run_1/density.png
The die is cut into 18 by 18 equal tiles; white is low, dark blue is high, 0 to 100% covered.
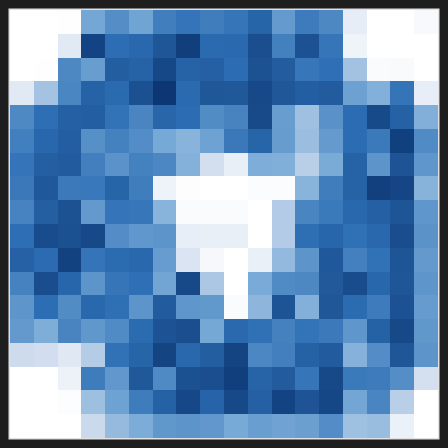
run_1/final_congestion.png
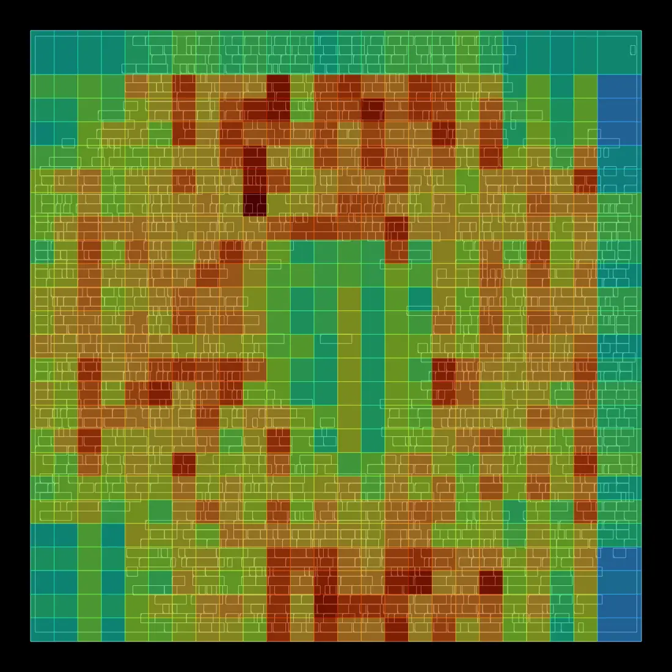
run_1/met1.png
Supply wires on this layer in gray.
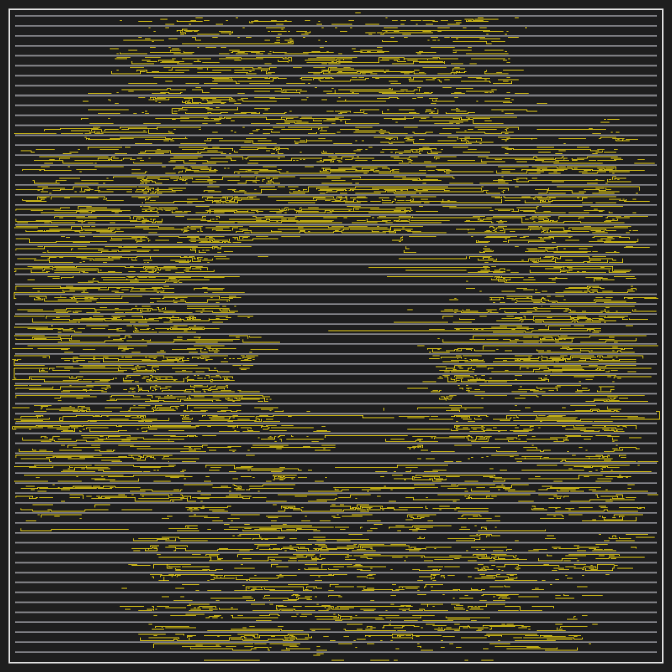
### config.mk
export PLATFORM = sky130hd
export DESIGN_NAME = fetch_stage_flat
export DESIGN_NICKNAME = d
export VERILOG_FILES = /design/src/rtl/fetch_stage_if.sv /design/src/rtl/fetch_stage.sv /design/src/flat_wrapper.sv
export SDC_FILE = /design/constraint.sdc
export NUM_CORES = 1
export LEC_CHECK = 0
export CAP_MARGIN = 20
export CORE_MARGIN = 1
export CORE_UTILIZATION = 48
export DETAILED_ROUTE_END_ITERATION = 10
export PLACE_DENSITY = 0.82
export SLEW_MARGIN = 25
export SYNTH_ARGS = -nofsm -noshare
export SYNTH_HDL_FRONTEND = slang
export SYNTH_SLANG_ARGS = --single-unit
export TNS_END_PERCENT = 50
### constraint.sdc
create_clock -name clk -period 14.88 [get_ports clk]
set_input_delay 3.72 -clock clk [delete_from_list [all_inputs] [get_ports clk]]
set_output_delay 3.72 -clock clk [all_outputs]
set_load 0.05 [all_outputs]
### src/rtl/fetch_stage_if.sv
// rtl/fetch_stage_if.sv - instruction bus, decode handshake and redirect signals of the fetch stage
// dataF layout: [96] valid, [95:64] raw_instr, [63:0] pc.
interface fetch_stage_if;
  logic        ireq_valid;
  logic [63:0] ireq_addr;
  logic        iresp_data_ok;
  logic [31:0] iresp_data;
  logic [96:0] dataF;
  logic        out_ready;
  logic        flush;
  logic [63:0] redirect_pc;

  modport master (
    output ireq_valid, ireq_addr, dataF,
    input  iresp_data_ok, iresp_data, out_ready, flush, redirect_pc
  );

  modport slave (
    input  ireq_valid, ireq_addr, dataF,
    output iresp_data_ok, iresp_data, out_ready, flush, redirect_pc
  );
endinterface

### src/rtl/fetch_stage.sv
// rtl/fetch_stage.sv - RV64 instruction fetch: PC, word requests, two-entry buffer, flush/redirect
// Optional: FETCH_MISALIGN_CHECK_EN emits a zero-word record for a misaligned redirect and stalls.
module fetch_stage #(
  parameter logic [63:0] PCINIT = 64'h0000_0000_8000_0000
) (
  input logic           clk,
  input logic           reset,
  fetch_stage_if.master bus
);

  typedef struct packed {
    logic        valid;
    logic [31:0] raw_instr;
    logic [63:0] pc;
  } fetch_data_t;

  localparam logic [1:0] S_FETCH   = 2'd0;
  localparam logic [1:0] S_HOLD    = 2'd1;
  localparam logic [1:0] S_DISCARD = 2'd2;

  logic [1:0]  r_state;
  logic [63:0] r_pc;
  logic [63:0] r_disc_addr;
  fetch_data_t r_out;
  logic        r_pend_valid;
  logic [31:0] r_pend_instr;
  logic [63:0] r_pend_pc;
  logic        r_stall;

  logic [63:0] w_redirect;
  logic        w_misalign;
  logic [63:0] w_pc_inc;
  logic        w_room;

`ifdef FETCH_MISALIGN_CHECK_EN
  assign w_redirect = bus.redirect_pc;
  assign w_misalign = |bus.redirect_pc[1:0];
`else
  assign w_redirect = {bus.redirect_pc[63:2], 2'b00};
  assign w_misalign = 1'b0;
`endif

  assign w_pc_inc = r_pc + 64'd4;
  assign w_room   = !r_out.valid || bus.out_ready;

  always_ff @(posedge clk or posedge reset) begin
    if (reset) begin
      r_state      <= S_FETCH;
      r_pc         <= PCINIT;
      r_disc_addr  <= '0;
      r_out        <= '0;
      r_pend_valid <= 1'b0;
      r_pend_instr <= '0;
      r_pend_pc    <= '0;
      r_stall      <= 1'b0;
    end else if (bus.flush) begin
      r_pc         <= w_redirect;
      r_pend_valid <= 1'b0;
      r_stall      <= w_misalign;
      if (w_misalign) begin
        r_out   <= '{valid: 1'b1, raw_instr: 32'h0000_0000, pc: w_redirect};
        r_state <= S_HOLD;
      end else begin
        r_out.valid <= 1'b0;
        case (r_state)
          S_FETCH: begin
            // An unanswered request must still be completed on the bus before refetching.
            if (!bus.iresp_data_ok) begin
              r_state     <= S_DISCARD;
              r_disc_addr <= r_pc;
            end
          end
          S_HOLD:    r_state <= S_FETCH;
          S_DISCARD: r_state <= S_DISCARD;
          default:   r_state <= S_FETCH;
        endcase
      end
    end else begin
      case (r_state)
        S_FETCH: begin
          if (bus.iresp_data_ok) begin
            r_pc <= w_pc_inc;
            if (w_room) begin
              r_out <= '{valid: 1'b1, raw_instr: bus.iresp_data, pc: r_pc};
            end else begin
              r_pend_valid <= 1'b1;
              r_pend_instr <= bus.iresp_data;
              r_pend_pc    <= r_pc;
              r_state      <= S_HOLD;
            end
          end else if (r_out.valid && bus.out_ready) begin
            r_out.valid <= 1'b0;
          end
        end
        S_HOLD: begin
          if (bus.out_ready) begin
            if (r_pend_valid && !r_stall) begin
              r_out        <= '{valid: 1'b1, raw_instr: r_pend_instr, pc: r_pend_pc};
              r_pend_valid <= 1'b0;
              r_state      <= S_FETCH;
            end else begin
              r_out.valid <= 1'b0;
            end
          end
        end
        S_DISCARD: begin
          if (bus.iresp_data_ok) r_state <= S_FETCH;
        end
        default: r_state <= S_FETCH;
      endcase
    end
  end

  assign bus.ireq_valid = !reset && (r_state != S_HOLD);
  assign bus.ireq_addr  = (r_state == S_DISCARD) ? r_disc_addr : r_pc;
  assign bus.dataF      = r_out;

endmodule

### src/flat_wrapper.sv
// flat-port wrapper written by rule: the top's interface ports become plain ports
module fetch_stage_flat 
#(
  parameter logic [63:0] PCINIT = 64'h0000_0000_8000_0000
)
  (clk, reset, bus_ireq_valid, bus_ireq_addr, bus_dataF, bus_iresp_data_ok, bus_iresp_data, bus_out_ready, bus_flush, bus_redirect_pc);
  fetch_stage_if bus_i ();
  input logic clk;
  input logic reset;
  output wire logic [$bits(bus_i.ireq_valid)-1:0] bus_ireq_valid;
  output wire logic [$bits(bus_i.ireq_addr)-1:0] bus_ireq_addr;
  output wire logic [$bits(bus_i.dataF)-1:0] bus_dataF;
  input wire logic [$bits(bus_i.iresp_data_ok)-1:0] bus_iresp_data_ok;
  input wire logic [$bits(bus_i.iresp_data)-1:0] bus_iresp_data;
  input wire logic [$bits(bus_i.out_ready)-1:0] bus_out_ready;
  input wire logic [$bits(bus_i.flush)-1:0] bus_flush;
  input wire logic [$bits(bus_i.redirect_pc)-1:0] bus_redirect_pc;
  assign bus_ireq_valid = bus_i.ireq_valid;
  assign bus_ireq_addr = bus_i.ireq_addr;
  assign bus_dataF = bus_i.dataF;
  assign bus_i.iresp_data_ok = bus_iresp_data_ok;
  assign bus_i.iresp_data = bus_iresp_data;
  assign bus_i.out_ready = bus_out_ready;
  assign bus_i.flush = bus_flush;
  assign bus_i.redirect_pc = bus_redirect_pc;
  fetch_stage #(.PCINIT(PCINIT)) u_core (.clk(clk), .reset(reset), .bus(bus_i));
endmodule
==> results.yml, run 1 <==
# yosys + openroad results
status:
  status: "complete, no violations"
clocking:
  cts_tree: "done"
  cts_buffer_depth: 3
  cts_resized: 0
  clkSlewWorstSetupHoldPaths_ps: 60
power:
  vdd_drop_max_v: 0.000133
  power_clock_mw: 0.826
  powerComb_mw: 1.80
  power_frac_comb: 0.442
finish:
  clock_buffers: 53
  fill_cells: 2395
  seq_cells: 316
  drive_gt1_frac: 0.198
  buf_share: 0.144
  sh_comb_area: 0.348
  logic_gates: 880
  clk_share: 0.0587
  largest_class: "registers"
yosys:
  edf_count: 0
  simple_gate_share: 0.115
  netlist_area_um2: 14900
  synth_seq_share: 0.529
timing:
  maxSlewHeadroom: 0.310
  setup-tns-final_ps: 0
  min_period_over_period: 0.600
  worst_pin_slew_ps: 1040
  slew_violations: 0
  setup_violations: 0
  rsz0062_at_grt: "false"
drt:
  drt_iter0_markers: 901
  dr.pass1.iters: 5
floorplan:
  ios: 263
  rows: 64
place:
  place_congestion: 0.784
  io_buffers: 256
grt:
  grt_overflow: 0
  grt_max_degree: 182
  grt_pass1_vias: 10865
  grt_pass1_wl_mm: 58.9
critical_path:
  cpMostUsedCell: "clkdlybuf4s50_1"
  r2r_setup_slack_ps: 11450
  critPathMaxFanout: 2
  worstSetupPathDepth: 4
  path_delay_family: "buffers and inverters"
-- density.png (at the start) --
35% of the tiles are over 75% full. The fullest tile reaches 97%. The mean over all tiles is 57%. The emptiest ninth of the die: middle.
FP Util: 0.489
core area: 30600 um^2
Final Util: 0.615

-- final_congestion.png (at the start) --
gr usage total: 0.235
drt wl/cell: 19.3 um

-- met1.png (at the start) --
1453 nets have wire on it. The wires run mostly horizontal. The layer carries 16000 um of wire. The layer holds 43% of the routed length. The longest straight run is 53.8 um.
WL final: 37.4 mm
routed vias: 11.1k
met1 Track Usage GR: 0.319

## run 1: layout by cell type (no fill, tap or decap), drive strengths merged, types with 17 or more instances in the layout
cell           count
clkdlybuf4s50    255
xor2              17
nor2             123
nand4             28
dfrtp            315
mux2             221
nand3             30
nor4              18
o21ai             41
clkbuf            53
nand2             65
a21oi             97
xnor2             18
mux2i             96
## run 1: stage by stage
step,setup WS [ps],hold WS (ps),cell area [um^2],power (mW),std cells
after global placement,5930,485,17700,3.20,1874
after global routing,5890,517,18800,4.27,1938
final,5950,504,18800,4.07,1938
after floorplan,2020,477,15000,2.69,1325
after detailed placement,5930,492,17700,3.26,1874
after CTS,5930,504,18800,4.10,1935
## run 1: metal layers
metal  share of wire  GRT usage  vias to the layer above
li1                -          -                     5076
met1            0.43      0.319                     5546
met2            0.49      0.392                      370
met3           0.058     0.0339                       58
met4           0.022     0.0650                        0
met5               0          0                        -
## run 1: cell usage after synthesis (2+ instances only)
cell type / count / area, um^2
mux2i_1: 96 / 961
or4_1: 13 / 97.6
or2_2: 3 / 18.8
a31oi_1: 16 / 100
inv_1: 12 / 45.0
and4_1: 12 / 105
clkbuf_1: 75 / 282
nor2b_1: 5 / 31.3
xor2_1: 17 / 149
xnor2_1: 18 / 158
buf_4: 5 / 37.5
buf_1: 16 / 60.1
and3_1: 10 / 62.6
a21o_1: 2 / 15.0
nor3_1: 11 / 55.1
nand3_1: 30 / 150
o21ai_0: 40 / 200
and2_1: 4 / 25.0
a21oi_1: 97 / 485
o211ai_1: 2 / 15.0
nor3b_1: 2 / 15.0
clkbuf_2: 2 / 10.0
nor4_4: 2 / 42.5
o31ai_1: 7 / 52.6
nor2_1: 123 / 462
a31o_2: 3 / 26.3
mux2_2: 221 / 2490
nand2b_1: 4 / 25.0
buf_2: 18 / 90.1
a22oi_1: 4 / 30.0
nor4b_1: 2 / 17.5
nor4_1: 15 / 93.8
or3_1: 9 / 56.3
nand2_1: 65 / 244
dfrtp_1: 315 / 7880
nand4_1: 28 / 175
## run 1: flip-flops by register name (all words and copies together) (netlist names)
name,flops
u_core.r_state,2
u_core.bus.dataF,95
u_core.r_disc_addr,62
u_core.r_pend_valid,1
u_core.r_pend_instr,32
u_core.r_pend_pc,62
u_core.r_pc,62
## run 1: worst reg2reg max path: stages, from the launching register on
cell and delay [ps]:
dfrtp_1 560, or3b_1 590, nor4_4 500, nand4_1 750, or4_1 750, a31oi_1 200
## run 1: path summary, 6_finish.rpt
| path | end | startpoint |
|---|---|---|
| setup reg to reg | u_core.r_pc[50]$_DFFE_PP0N_ | u_core.r_state[0]$_DFFE_PP0P_ |
| hold / removal | u_core.r_disc_addr[3]$_DFFE_PP0P_ | u_core.r_disc_addr[3]$_DFFE_PP0P_ |
| max in group asynchronous | u_core.bus.dataF[36]$_DFFE_PP0P_ | reset |
| hold reg to reg | u_core.r_disc_addr[3]$_DFFE_PP0P_ | u_core.r_disc_addr[3]$_DFFE_PP0P_ |
| min in group asynchronous | u_core.r_pend_instr[25]$_DFFE_PP0P_ | reset |
| setup / recovery | bus_ireq_valid | reset |
run_1/met4.png
Scale bar: 50 um. Supply wires on this layer in gray. Cells faint in the background.
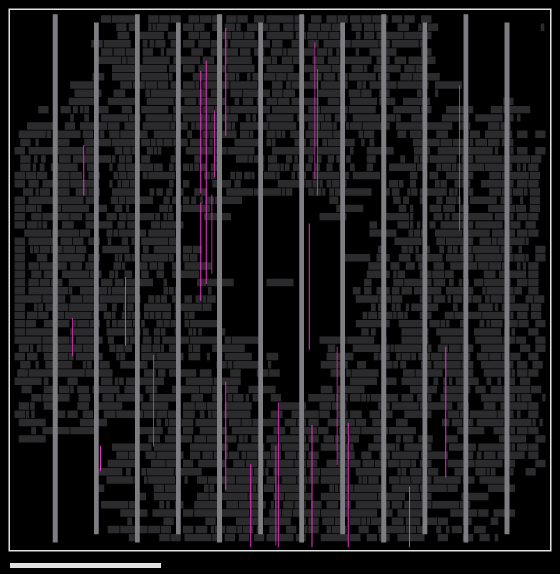

## Run 2: what changed since run 1
--- a/config.mk
+++ b/config.mk
@@ -7,9 +7,9 @@
 export LEC_CHECK = 0
 export CAP_MARGIN = 20
 export CORE_MARGIN = 1
-export CORE_UTILIZATION = 48
+export CORE_UTILIZATION = 53
 export DETAILED_ROUTE_END_ITERATION = 10
-export PLACE_DENSITY = 0.82
+export PLACE_DENSITY = 0.85
 export SLEW_MARGIN = 25
 export SYNTH_ARGS = -nofsm -noshare
 export SYNTH_HDL_FRONTEND = slang
==> constraint.sdc (replaced) <==
create_clock -name clk -period 9.1 [get_ports clk]
set_input_delay 2.275 -clock clk [delete_from_list [all_inputs] [get_ports clk]]
set_output_delay 2.275 -clock clk [all_outputs]
set_load 0.05 [all_outputs]
run_2/met4.png
Scale bar: 50 um. Supply wires on this layer in gray. Cells faint in the background.
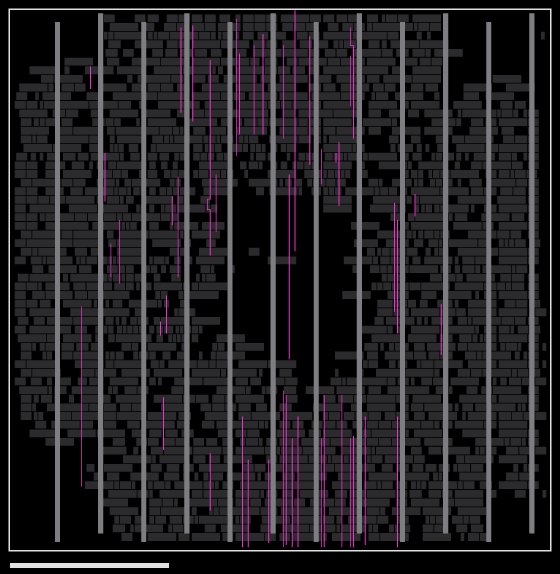
The layer carries 1380 um of wire. The longest straight run is 75.5 um. 41 nets have wire on it. The wires run mostly vertical. The layer holds 3.7% of the routed length.

==> run 2 against run 1 <==
Sequential power grew 63%. Sequential share of layout area is 0.18 points lower. Largest cell class unchanged. Clock skew rose by 3.5 ps. First-iteration DRC count is 0.33% lower. Clock power grew 78%. Critical path type unchanged. Cell area up 0.43%. Register-to-register slack lost 5800 ps. Count of clock-buffer cells in the layout stayed put. Highest routed layer unchanged. Global-route usage up 2.7 points. Non-clock buffer count grew 1. Setup slack worse by 3400 ps.
==> results.yml, run 2 <==
# yosys + openroad results
status:
  status: "complete, no violations"
yosys:
  synth_seq_share: 0.529
  edf_count: 0
  top_cell_area_share: 0.528
  top_cells_by_area: "dfrtp_1 53%, mux2_2 17%, mux2i_1 6.4%"
finish:
  fin_util: 0.680
  largest_register_ffs: 95
  final_cell_mix: "315 x dfrtp_1, 255 x clkdlybuf4s50_1, 221 x mux2_2"
  drive_gt1_frac: 0.200
timing:
  slew_violations: 0
  setup-tns-final_ps: 0
  setup_violations: 0
  maxSlewHeadroom: 0.345
  rsz0062_at_grt: "false"
  worst_pin_slew_ps: 983
  min_period_over_period: 0.719
clocking:
  clkSlewWorstSetupHoldPaths_ps: 60
  cts_tree: "done"
drt:
  vias: 11175
  dr.pass1.iters: 7
  wl_mm: 37.7
grt:
  grt_overflow: 0
  grt.total_usage: 0.262
  grt_pass1_vias: 11236
critical_path:
  critPathMaxFanout: 25
place:
  place_congestion: 0.808
  io_buffers: 256
power:
  power_frac_comb: 0.434
run_2/cell_classes.png
Scale bar: 50 um. Fill, decap, tap and diode cells in gray.
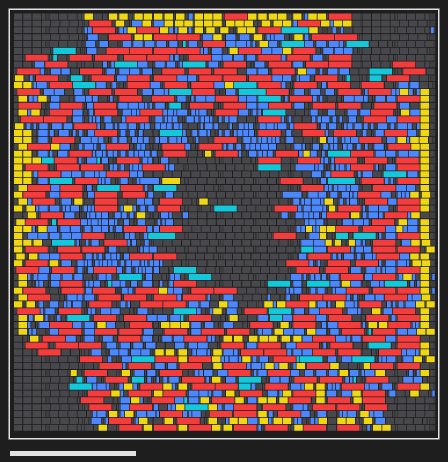
Yellow is other buffers and delay cells, cells 272, share of their area 15%. Blue is all other logic, cells 892, share of their area 36%. Red is flip-flops, cells 316, share of their area 43%. Cyan is clock drivers and dummy loads, cells 62, share of their area 6.6%.

[run 2: cell counts after synthesis]
Identical to the previous run, type by type.
[run 2: power groups by stage]
| stage | registers (mW) | logic (mW) | clock network (mW) |
|---|---|---|---|
| floorplan | 2.98 | 1.42 | 0 |
| global placement | 2.34 | 2.88 | 0 |
| detailed placement | 2.38 | 2.94 | 0 |
| CTS | 2.37 | 2.97 | 1.50 |
| global route | 2.44 | 3.11 | 1.56 |
| finish | 2.37 | 2.95 | 1.47 |
[run 2: stage by stage]
stage,instances,hold WS [ps],setup WS (ps),area [um^2],total power [mW]
detailed placement,1858,492,2520,17700,5.32
CTS,1920,504,2510,18900,6.84
global route,1921,516,2390,18900,7.10
floorplan,1325,477,-873,15000,4.40
finish,1921,501,2550,18900,6.79
global placement,1858,485,2530,17700,5.22
[run 2: kinds of logic after synthesis]
kind of cell | count (synthesis) | synth area share
other | 1 | 0.000251
AND-OR/OR-AND | 181 | 0.0674
XOR/XNOR | 35 | 0.0205
AND/OR/NAND/NOR | 342 | 0.115
flip-flops | 316 | 0.529
buffers and inverters | 129 | 0.0358
adder cells (fa/ha/maj) | 1 | 0.000837
multiplexers | 317 | 0.231
[run 2: critical path: cells and delay by family]
kind | cells | cell delay, ps
buffers and inverters | 3 | 1660
and+or+nand+nor | 1 | 320
[run 2: worst paths after layout]
kind,startpoint,to,slack (ps),cells past startpoint
setup / recovery,reset,bus_ireq_valid,2550,4
hold / removal,u_core.r_disc_addr[19]$_DFFE_PP0P_,u_core.r_disc_addr[19]$_DFFE_PP0P_,500,1
setup reg to reg,u_core.r_state[0]$_DFFE_PP0P_,u_core.r_pc[48]$_DFFE_PP0N_,5680,5
hold reg to reg,u_core.r_disc_addr[19]$_DFFE_PP0P_,u_core.r_disc_addr[19]$_DFFE_PP0P_,500,1
max in group asynchronous,reset,u_core.r_disc_addr[27]$_DFFE_PP0P_,4760,4
min in group asynchronous,reset,u_core.r_pend_instr[24]$_DFFE_PP0P_,2180,2
[run 2: layout make-up]
class / count / area (um^2) / share of cell area
Clock inverter: 9 / 148 / 0.00781
Clock buffer: 53 / 1080 / 0.0569
Sequential cell: 316 / 7910 / 0.418
Multi-Input combinational cell: 880 / 6550 / 0.346
Antenna cell: 1 / 2.50 / 0.000132
Inverter: 12 / 48.8 / 0.00258
Tap cell: 378 / 473 / 0.0250
Timing Repair Buffer: 272 / 2700 / 0.143
[run 2: layer usage]
layer | track usage | share of wire | vias to the layer above
met1 | 0.336 | 0.41 | 5562
met3 | 0.0453 | 0.065 | 99
li1 | - | - | 5082
met4 | 0.107 | 0.037 | 0
met2 | 0.440 | 0.49 | 432
met5 | 0 | 0 | -
Power figures rest on the tool's default switching activity, not on a simulated workload.
